**Run 1: clock wires, drivers and flops**

(3 px per um)
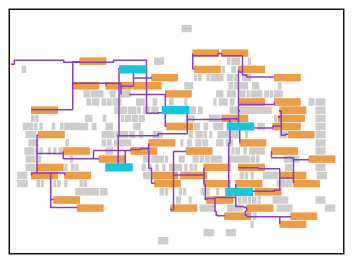
**Run 1: metal 3**

(2 px per um)
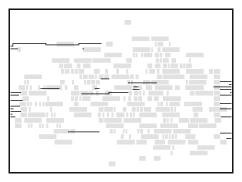
**Run 1: signal wires by layer**

(2 px per um)
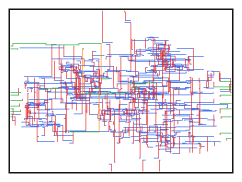
### src/rtl/spi_pkg.sv
// rtl/spi_pkg.sv - shared state encoding, frame bit positions and idle levels for spi_master
package spi_pkg;

  typedef enum logic [1:0] {
    ST_IDLE     = 2'd0,
    ST_CS_SETUP = 2'd1,
    ST_SHIFT    = 2'd2,
    ST_CS_HOLD  = 2'd3
  } spi_state_e;

  localparam logic [3:0] START_P      = 4'd0;
  localparam logic [3:0] DATA_P_FIRST = 4'd1;
  localparam logic [3:0] DATA_P_LAST  = 4'd8;
  localparam logic [3:0] STOP_P       = 4'd9;
  localparam logic [3:0] HUNT_MAX     = 4'd3;
  localparam logic [3:0] RX_BITS      = 4'd8;

  localparam logic SCLK_IDLE = 1'b0;
  localparam logic MOSI_IDLE = 1'b1;
  localparam logic CS_IDLE   = 1'b1;

  // Level driven on mosi for period p: start bit, data MSB first, then stop level.
  function automatic logic frame_bit(input logic [3:0] p, input logic [7:0] data);
    logic [2:0] idx;
    idx = 3'(DATA_P_LAST - p);
    if (p == START_P)
      frame_bit = 1'b0;
    else if (p >= DATA_P_FIRST && p < STOP_P)
      frame_bit = data[idx];
    else
      frame_bit = MOSI_IDLE;
  endfunction

endpackage

### src/rtl/spi_if.sv
// rtl/spi_if.sv - request/response and serial pins of spi_master
interface spi_if;
  logic       start;
  logic [7:0] tx_data;
  logic       busy;
  logic       done;
  logic [7:0] rx_data;
  logic       rx_err;
  logic       sclk;
  logic       mosi;
  logic       miso;
  logic       cs;

  modport master (
    input  start, tx_data, miso,
    output busy, done, rx_data, rx_err, sclk, mosi, cs
  );

  modport slave (
    output start, tx_data, miso,
    input  busy, done, rx_data, rx_err, sclk, mosi, cs
  );
endinterface

### src/rtl/spi_clk_gen.sv
// rtl/spi_clk_gen.sv - half-period divider producing tick/rise/fall strobes on clock_in
module spi_clk_gen #(
  parameter int CLK_DIV = 4
) (
  input  logic clock_in,
  input  logic rs,
  input  logic en,
  input  logic shift,
  output logic tick,
  output logic rise,
  output logic fall
);

  localparam logic [7:0] DIV_LAST = 8'(CLK_DIV - 1);

  logic [7:0] div_q, div_d;
  logic       phase_q, phase_d;

  always_ff @(posedge clock_in or negedge rs) begin
    if (!rs) begin
      div_q   <= 8'd0;
      phase_q <= 1'b0;
    end else begin
      div_q   <= div_d;
      phase_q <= phase_d;
    end
  end

  // phase_q mirrors the sclk level so the strobe can be labelled rise or fall.
  always_comb begin
    tick    = en && (div_q == DIV_LAST);
    rise    = tick && shift && !phase_q;
    fall    = tick && shift && phase_q;
    div_d   = (!en || tick) ? 8'd0 : div_q + 8'd1;
    phase_d = !shift ? 1'b0 : (tick ? ~phase_q : phase_q);
  end

endmodule

### src/rtl/spi_master.sv
// rtl/spi_master.sv - framed SPI master: start bit, 8 data bits, stop level; hunted start bit on miso
module spi_master
  import spi_pkg::*;
#(
  parameter int CLK_DIV   = 4,
  parameter int FRAME_LEN = 13
) (
  input logic   clock_in,
  input logic   rs,
  spi_if.master bus
);

  localparam logic [3:0] P_LAST = 4'(FRAME_LEN - 1);

  spi_state_e state_q, state_d;
  logic [3:0] p_q, p_d;
  logic [7:0] tx_q, tx_d;
  logic       start_seen_q, start_seen_d;
  logic [3:0] bit_cnt_q, bit_cnt_d;
  logic [7:0] shreg_q, shreg_d;
  logic [7:0] rx_data_q, rx_data_d;
  logic       rx_err_q, rx_err_d;
  logic       busy_q, busy_d;
  logic       done_q, done_d;
  logic       cs_q, cs_d;
  logic       sclk_q, sclk_d;
  logic       mosi_q, mosi_d;

  logic tick, rise, fall;
  logic accept, last_p, frame_end, rx_good;

  spi_clk_gen #(.CLK_DIV(CLK_DIV)) u_clk_gen (
    .clock_in (clock_in),
    .rs       (rs),
    .en       (state_q != ST_IDLE),
    .shift    (state_q == ST_SHIFT),
    .tick     (tick),
    .rise     (rise),
    .fall     (fall)
  );

  // busy_q stays high through the done cycle, which blocks a start there.
  assign accept    = (state_q == ST_IDLE) && !busy_q && bus.start;
  assign last_p    = (p_q == P_LAST);
  assign frame_end = (state_q == ST_CS_HOLD) && tick;
  assign rx_good   = start_seen_q && (bit_cnt_q == RX_BITS);

  always_ff @(posedge clock_in or negedge rs) begin
    if (!rs) begin
      state_q      <= ST_IDLE;
      p_q          <= 4'd0;
      tx_q         <= 8'd0;
      start_seen_q <= 1'b0;
      bit_cnt_q    <= 4'd0;
      shreg_q      <= 8'd0;
      rx_data_q    <= 8'd0;
      rx_err_q     <= 1'b0;
      busy_q       <= 1'b0;
      done_q       <= 1'b0;
      cs_q         <= CS_IDLE;
      sclk_q       <= SCLK_IDLE;
      mosi_q       <= MOSI_IDLE;
    end else begin
      state_q      <= state_d;
      p_q          <= p_d;
      tx_q         <= tx_d;
      start_seen_q <= start_seen_d;
      bit_cnt_q    <= bit_cnt_d;
      shreg_q      <= shreg_d;
      rx_data_q    <= rx_data_d;
      rx_err_q     <= rx_err_d;
      busy_q       <= busy_d;
      done_q       <= done_d;
      cs_q         <= cs_d;
      sclk_q       <= sclk_d;
      mosi_q       <= mosi_d;
    end
  end

  always_comb begin
    state_d = state_q;
    case (state_q)
      ST_IDLE:     if (accept)          state_d = ST_CS_SETUP;
      ST_CS_SETUP: if (tick)            state_d = ST_SHIFT;
      ST_SHIFT:    if (fall && last_p)  state_d = ST_CS_HOLD;
      ST_CS_HOLD:  if (tick)            state_d = ST_IDLE;
      default:                          state_d = ST_IDLE;
    endcase
  end

  always_comb begin
    tx_d         = tx_q;
    p_d          = p_q;
    start_seen_d = start_seen_q;
    bit_cnt_d    = bit_cnt_q;
    shreg_d      = shreg_q;
    rx_data_d    = rx_data_q;
    rx_err_d     = rx_err_q;
    busy_d       = accept || (state_q != ST_IDLE);
    done_d       = frame_end;
    cs_d         = (state_d == ST_IDLE) ? CS_IDLE : ~CS_IDLE;

    if (rise)
      sclk_d = 1'b1;
    else if (fall || state_q != ST_SHIFT)
      sclk_d = SCLK_IDLE;
    else
      sclk_d = sclk_q;

    if (rise)
      mosi_d = frame_bit(p_q, tx_q);
    else if (state_q != ST_SHIFT)
      mosi_d = MOSI_IDLE;
    else
      mosi_d = mosi_q;

    if (accept) begin
      tx_d         = bus.tx_data;
      p_d          = 4'd0;
      start_seen_d = 1'b0;
      bit_cnt_d    = 4'd0;
      shreg_d      = 8'd0;
    end

    // Receive hunt: first low miso within the hunt window, then eight data bits.
    if (fall) begin
      p_d = last_p ? 4'd0 : p_q + 4'd1;
      if (!start_seen_q) begin
        if (p_q <= HUNT_MAX && !bus.miso)
          start_seen_d = 1'b1;
      end else if (bit_cnt_q < RX_BITS) begin
        shreg_d   = {shreg_q[6:0], bus.miso};
        bit_cnt_d = bit_cnt_q + 4'd1;
      end
    end

    if (frame_end) begin
      rx_err_d = !rx_good;
      if (rx_good)
        rx_data_d = shreg_q;
    end
  end

  assign bus.busy    = busy_q;
  assign bus.done    = done_q;
  assign bus.rx_data = rx_data_q;
  assign bus.rx_err  = rx_err_q;
  assign bus.sclk    = sclk_q;
  assign bus.mosi    = mosi_q;
  assign bus.cs      = cs_q;

endmodule
### src/flat_wrapper.sv
// flat-port wrapper written by rule: the top's interface ports become plain ports
module spi_master_flat import spi_pkg::*;
#(
  parameter int CLK_DIV   = 4,
  parameter int FRAME_LEN = 13
)
  (clock_in, rs, bus_start, bus_tx_data, bus_miso, bus_busy, bus_done, bus_rx_data, bus_rx_err, bus_sclk, bus_mosi, bus_cs);
  spi_if bus_i ();
  input logic clock_in;
  input logic rs;
  input wire logic [$bits(bus_i.start)-1:0] bus_start;
  input wire logic [$bits(bus_i.tx_data)-1:0] bus_tx_data;
  input wire logic [$bits(bus_i.miso)-1:0] bus_miso;
  output wire logic [$bits(bus_i.busy)-1:0] bus_busy;
  output wire logic [$bits(bus_i.done)-1:0] bus_done;
  output wire logic [$bits(bus_i.rx_data)-1:0] bus_rx_data;
  output wire logic [$bits(bus_i.rx_err)-1:0] bus_rx_err;
  output wire logic [$bits(bus_i.sclk)-1:0] bus_sclk;
  output wire logic [$bits(bus_i.mosi)-1:0] bus_mosi;
  output wire logic [$bits(bus_i.cs)-1:0] bus_cs;
  assign bus_i.start = bus_start;
  assign bus_i.tx_data = bus_tx_data;
  assign bus_i.miso = bus_miso;
  assign bus_busy = bus_i.busy;
  assign bus_done = bus_i.done;
  assign bus_rx_data = bus_i.rx_data;
  assign bus_rx_err = bus_i.rx_err;
  assign bus_sclk = bus_i.sclk;
  assign bus_mosi = bus_i.mosi;
  assign bus_cs = bus_i.cs;
  spi_master #(.CLK_DIV(CLK_DIV), .FRAME_LEN(FRAME_LEN)) u_core (.clock_in(clock_in), .rs(rs), .bus(bus_i));
endmodule
### config.mk
export PLATFORM = sky130hd
export DESIGN_NAME = spi_master_flat
export DESIGN_NICKNAME = d
export VERILOG_FILES = /design/src/rtl/spi_pkg.sv /design/src/rtl/spi_if.sv /design/src/rtl/spi_clk_gen.sv /design/src/rtl/spi_master.sv /design/src/flat_wrapper.sv
export SDC_FILE = /design/constraint.sdc
export NUM_CORES = 1
export LEC_CHECK = 0
export CAP_MARGIN = 20
export CORE_AREA = 2 2 109 79
export CTS_CLUSTER_SIZE = 8
export DETAILED_ROUTE_END_ITERATION = 8
export DIE_AREA = 0 0 111 81
export PLACE_DENSITY = 0.59
export SLEW_MARGIN = 10
export SYNTH_ARGS = -nofsm -noshare
export SYNTH_HDL_FRONTEND = slang
export SYNTH_SLANG_ARGS = --single-unit
### constraint.sdc
create_clock -name clock_in -period 2.5 [get_ports clock_in]
set_input_delay 0.375 -clock clock_in [delete_from_list [all_inputs] [get_ports clock_in]]
set_output_delay 0.375 -clock clock_in [all_outputs]
set_load 0.01 [all_outputs]
==> GITHUB_STEP_SUMMARY, run 1 <==
### Flow metrics

| Metric | Value |
|---|---|
| Status | finished clean |
| Vias per inst | 4.60 |
| # DRC | 0 |
| Core area | 8090 sq um |
| Fin. Hold Viols | 0 |
| Proportion of layout cells with a drive suffix above 1 | 0.139 |
| Area leader, netlist | dfrtp_1 |
| Chip Height | 81 um |
| Yosys Instances | 222 |
| Final Critical Period | approximately 2.3 ns |
| Net count, final | 269 |
| Global-route wire length before repair | 7480 um |
| Crit-path max FO | 9 |
| Post-Synthesis Cells | 222 |
| Pins Over Slew Limit | 0 |
| Count of TritonRoute iterations in the first routing pass | 4 |
| Post-route cell area | 2890 sq um |
| CTS tree | done |
| DIE AREA | 8990 sq um |
| Endpoints failing setup | 0 |
Back to the opening pictures, 'clock wires, drivers and flops':
Cyan shows cells driving clock nets, count 5. Purple shows clock wires, length 656 um. Orange shows flip-flops, count 50.
There are 6 routed clock nets.
skew final: 0.00790 ns
Clock power frac: 0.475
clk ins delay skew pair: 0.29 ns

Back to the opening pictures, 'metal 3':
The layer holds 4.5% of the routed length. The wires run mostly horizontal. The longest straight run is 16.6 um.
vias: 1636
Post-Route WL: 4540 um
met3 Resource Use GR: 0.0313

Back to the opening pictures, 'signal wires by layer':
Blue shows met1, wire length 2490 um. Green shows met3, wire length 203 um. Red shows met2, wire length 1790 um. Orange shows met4, wire length 61.9 um.
All-Layer GR Usage: 0.107
routed length per instance: 12.8 um

run 1: flip-flops by register name, summed over array words and instances, names as in the netlist, 2 cells and up:
name,cells
u_core.bit_cnt_q,4
u_core.p_q,4
u_core.tx_q,8
u_core.u_clk_gen.div_q,8
u_core.bus.rx_data,8
u_core.state_q,2
u_core.shreg_q,8
run 1: Yosys cell counts:
library cell   n
o21ai_1        2
nor3b_1        1
and3_1         1
or3_4          1
a32o_1         1
nand2_1       50
nand3b_1       4
dfrtp_1       48
xnor2_1        2
or3_2          1
o21a_1         2
or4_4          1
nand4_1        2
mux2_2         1
clkbuf_1       6
or3b_2         2
o21ai_0       10
o31ai_1        3
inv_1          6
nor4_4         1
a41oi_1        1
a21o_1         2
a31oi_1        4
a21oi_1        5
xor2_1         5
dfstp_2        2
nor3_1         2
nand3_1       13
and3_2         1
nand2b_1       4
or3_1          3
buf_6          1
nor4_1         1
nor3_2         1
mux2_4         8
mux4_2         2
nor2_1        12
nand4b_1       1
buf_2          2
ha_1           7
run 1: stage by stage:
stage | hold slack (ns) | setup slack [ns]
CTS | 0.194 | 0.213
global placement | 0.460 | 0.305
floorplan | 0.0794 | 0.510
detailed placement | 0.462 | 0.227
global route | 0.231 | 0.0908
finish | 0.159 | 0.218
run 1: placed cells by master (no fill, tap or decap), types with 5 or more instances in the layout:
| cell type | instances |
|---|---|
| a21oi_1 | 5 |
| xor2_1 | 5 |
| nand3_1 | 13 |
| nand2_1 | 50 |
| dfrtp_1 | 48 |
| ha_1 | 7 |
| nor2_1 | 12 |
| mux2_4 | 8 |
| clkdlybuf4s50_1 | 24 |
| clkbuf_16 | 5 |
| inv_1 | 6 |
| o21ai_0 | 10 |
run 1: worst max-delay path, cell delays in order, from the launching register on:
cell and delay [ns]:
dfrtp_1 0.41, ha_1 0.27, nor3b_1 0.28, nand2_1 0.19, or3_1 0.66, mux2_4 0.38
run 1: power groups by stage:
stage	sequential, uW	clock (uW)	combinational (uW)
detailed placement	840	0	54.2
CTS	824	812	54.3
global route	826	844	59.3
finish	824	793	52.0
floorplan	839	0	12.6
global placement	840	0	52.2
run 1: routing by layer:
layer  global-route usage  vias to the layer above  wire, um
met3               0.0313                        6       203
met1                0.154                      777      2490
met4               0.0463                        0        61
met2                0.148                       35      1790
met5                    0                        -         0
li1                     -                      818         -
run 1: logic make-up after synthesis:
logic type / count (synthesis) / share of synthesized area
adders and majority gates: 7 / 0.0375
muxes: 11 / 0.0755
DFF: 50 / 0.537
and+or+nand+nor: 102 / 0.218
buffers and inverters: 15 / 0.0284
AOI/OAI and AO/OA: 30 / 0.0777
xor gates and xnor gates: 7 / 0.0262
run 1: final timing paths:
check | endpoint | slack [ns] | cells past startpoint
worst min-delay path | u_core.p_q[2] | 0.16 | 1
max in group asynchronous | u_core.bus.cs | 1.64 | 2
min in group clock_in | u_core.tx_q[3] | 0.48 | 2
worst min register to register | u_core.tx_q[3] | 0.48 | 2
worst max register to register | u_core.bus.rx_data[4] | 0.22 | 5
worst max-delay path | u_core.bus.rx_data[4] | 0.22 | 5
## Run 2: what changed since run 1
- ABC_AREA: not set -> 1
- CORE_AREA: 2 2 109 79 -> 2 2 111 81
- DIE_AREA: 0 0 111 81 -> 0 0 113 83
- MAX_ROUTING_LAYER: not set -> met4
**Run 2: sequential cells colored by netlist name**

(2 px per um) Other sequential cells in the stronger gray, the rest of the logic in the fainter gray.
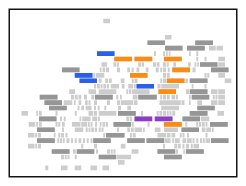
Purple shows `u_core.state_q`, placed flops 2. Orange shows `u_core.shreg_q`, placed flops 8. Blue shows `u_core.bit_cnt_q`, placed flops 4, where center.
Another 36 sequential cells are not colored.
Seq. pwr: 810 uW
flop share of the area: 0.427

==> run 2 against run 1 <==
- the flow now finishes with violations (DRC)
- final cell count increased by 15%
- clock power about the same
- register-to-register slack improved by 0.55 ns
- sequential power decreased by 2%
- wire length increased by 2.9%
- maximum frequency increased by 32%
- synthesized area increased by 3.5%
- non-clock buffer count decreased by 3
- critical path type unchanged
- highest routed layer unchanged
==> GITHUB_STEP_SUMMARY, run 2 <==
### Flow metrics

| Metric | Value |
|---|---|
| Status | finished, violations left |
| Failing checks | DRC |
| CTS tree | done |
| Post-Route WL | 4670 um (+2.9%) |
| Post-Synthesis Cells | 278 (+25%) |
| Core area | 8270 sq um (+2.2%) |
| Fin cells | 409 |
| Leakage | 0.00139 uW |
| Chip Height | 83 um (+2.5%) |
| Slowest cell on the critical path | nand4_1 |
| Initial Util | 0.293 |
| Endpoints failing setup | 0 (unchanged) |
| Worst path cell trace | ha_1, nand2_2, nor2_8, nand4_1, nand3_1, nand2_1 |
| Count of TritonRoute iterations in the first routing pass | 6 (+2) |
| Most common logic cells in the final layout | nand2_1, nand3_1, dfrtp_1 |
| Post-synthesis sequential area ratio | 0.518 |
| Global-route wire length before repair | 8420 um (+13%) |
| Routed length per instance | 11.4 um (-10%) |
| Clk ins delay skew pair | 0.29 ns (about the same) |
| CTS sink cnt | 50 |
| DIE AREA | 9380 sq um (+4.3%) |
| CP peak stage delay | 0.41 ns (-0.25 ns) |
| Net count, final | 322 (+20%) |
| Data required, critical path | 2.67 ns |
| Pins Over Slew Limit | 0 (unchanged) |
| Skew final | 0.00623 ns (-0.00167 ns) |
| Vias per inst | 4.34 (-5.6%) |
| Final Critical Period | 1.73 ns (-0.551 ns) |
| Vias | 1775 (+8.5%) |
| Top cell excl fill/tap | nand2_1 |
| Clock transition at path regs | 0.07 ns |
| CP top delay family | simple AND/OR/NAND/NOR gates |
| Count leader, synth | nand2_1 |
| Flip-flops with a built-in enable | 0 (unchanged) |
| Commonest cells in the netlist | nand2_1, dfrtp_1, nand3_1, inv_1, nor2_1 |
| Fin. Hold Viols | 0 (unchanged) |
| # DRC | 2 (+2) |
| Area leader, netlist | dfrtp_1 |
| Proportion of layout cells with a drive suffix above 1 | 0.0822 (-0.0572) |
| Most common reg cell | dfrtp_1 |
| Port bufs | 25 |
| FFs w/ async S/R, synth | 1.00 (unchanged) |
| CP Buf/Inv Count | 0 (unchanged) |
| All-Layer GR Usage | 0.111 (+0.00441) |
| DRT antenna net count | 0 |
| Die Wd | between 100 and 150 um |
| Crit-path max FO | 11 (+2) |
| Yosys Instances | 278 (+25%) |
run 2: cell count changes after synthesis, moves of 5 or more:
cell,delta
clkbuf_1,-6
inv_1,+24
mux2_4,-8
nand2_1,+17
nand3_1,+35
nor2_1,+5
run 2: final timing paths:
path                                                 from                        end  slack (ns)  depth (start not counted)
worst max-delay path            u_core.u_clk_gen.div_q[0]          u_core.shreg_q[6]        0.77                          6
worst min-delay path                                   rs             u_core.tx_q[5]        0.07                          1
worst max register to register  u_core.u_clk_gen.div_q[0]          u_core.shreg_q[6]        0.77                          6
worst min register to register  u_core.u_clk_gen.div_q[0]  u_core.u_clk_gen.div_q[0]        0.47                          1
max in group asynchronous                              rs              u_core.bus.cs        1.80                          2
min in group clock_in           u_core.u_clk_gen.div_q[0]  u_core.u_clk_gen.div_q[0]        0.47                          1
run 2: routing by layer:
metal / wire length (um) / share of wire / global-route usage / vias up
met3: 183 / 0.039 / 0.0292 / 2
met1: 2630 / 0.56 / 0.164 / 797
li1: - / - / - / 951
met5: 0 / 0 / - / -
met2: 1840 / 0.39 / 0.152 / 25
met4: 17 / 0.0036 / 0.0233 / 0
run 2: logic make-up after synthesis:
logic type	synth area share
AND/OR/NAND/NOR	0.296
flip-flops	0.518
buffers and inverters	0.0760
AND-OR/OR-AND	0.0512
adder cells (fa/ha/maj)	0.0362
XOR/XNOR	0.0217
run 2: stage by stage:
step | setup slack (ns) | cell area [sq um] | util | hold slack [ns]
after floorplan | 1.10 | 2420 | - | 0.0794
final | 0.769 | 2930 | 0.355 | 0.0742
after global routing | 0.624 | 2930 | 0.355 | 0.120
after global placement | 0.688 | 2760 | 0.334 | 0.398
after CTS | 0.763 | 2930 | 0.355 | 0.109
after detailed placement | 0.688 | 2760 | 0.334 | 0.417
run 2: area by class of cell:
| class | count | area (sq um) | share of cell area |
|---|---|---|---|
| clock inverters | 3 | 48.8 | 0.0166 |
| clock buffers | 5 | 125 | 0.0426 |
| repair buffers | 27 | 273 | 0.0930 |
| multi-input cells | 187 | 981 | 0.334 |
| inverters | 32 | 121 | 0.0414 |
| flip-flops and latches | 50 | 1250 | 0.427 |
| well taps | 105 | 131 | 0.0448 |
run 2: where the power goes:
| group | internal, uW | total [uW] | switching (uW) |
|---|---|---|---|
| registers | 809 | 810 | 0.888 |
| logic | 17.7 | 36.7 | 19.0 |
| clock network | 479 | 791 | 312 |
No activity file was given, so power comes from the tool's default toggle rates.
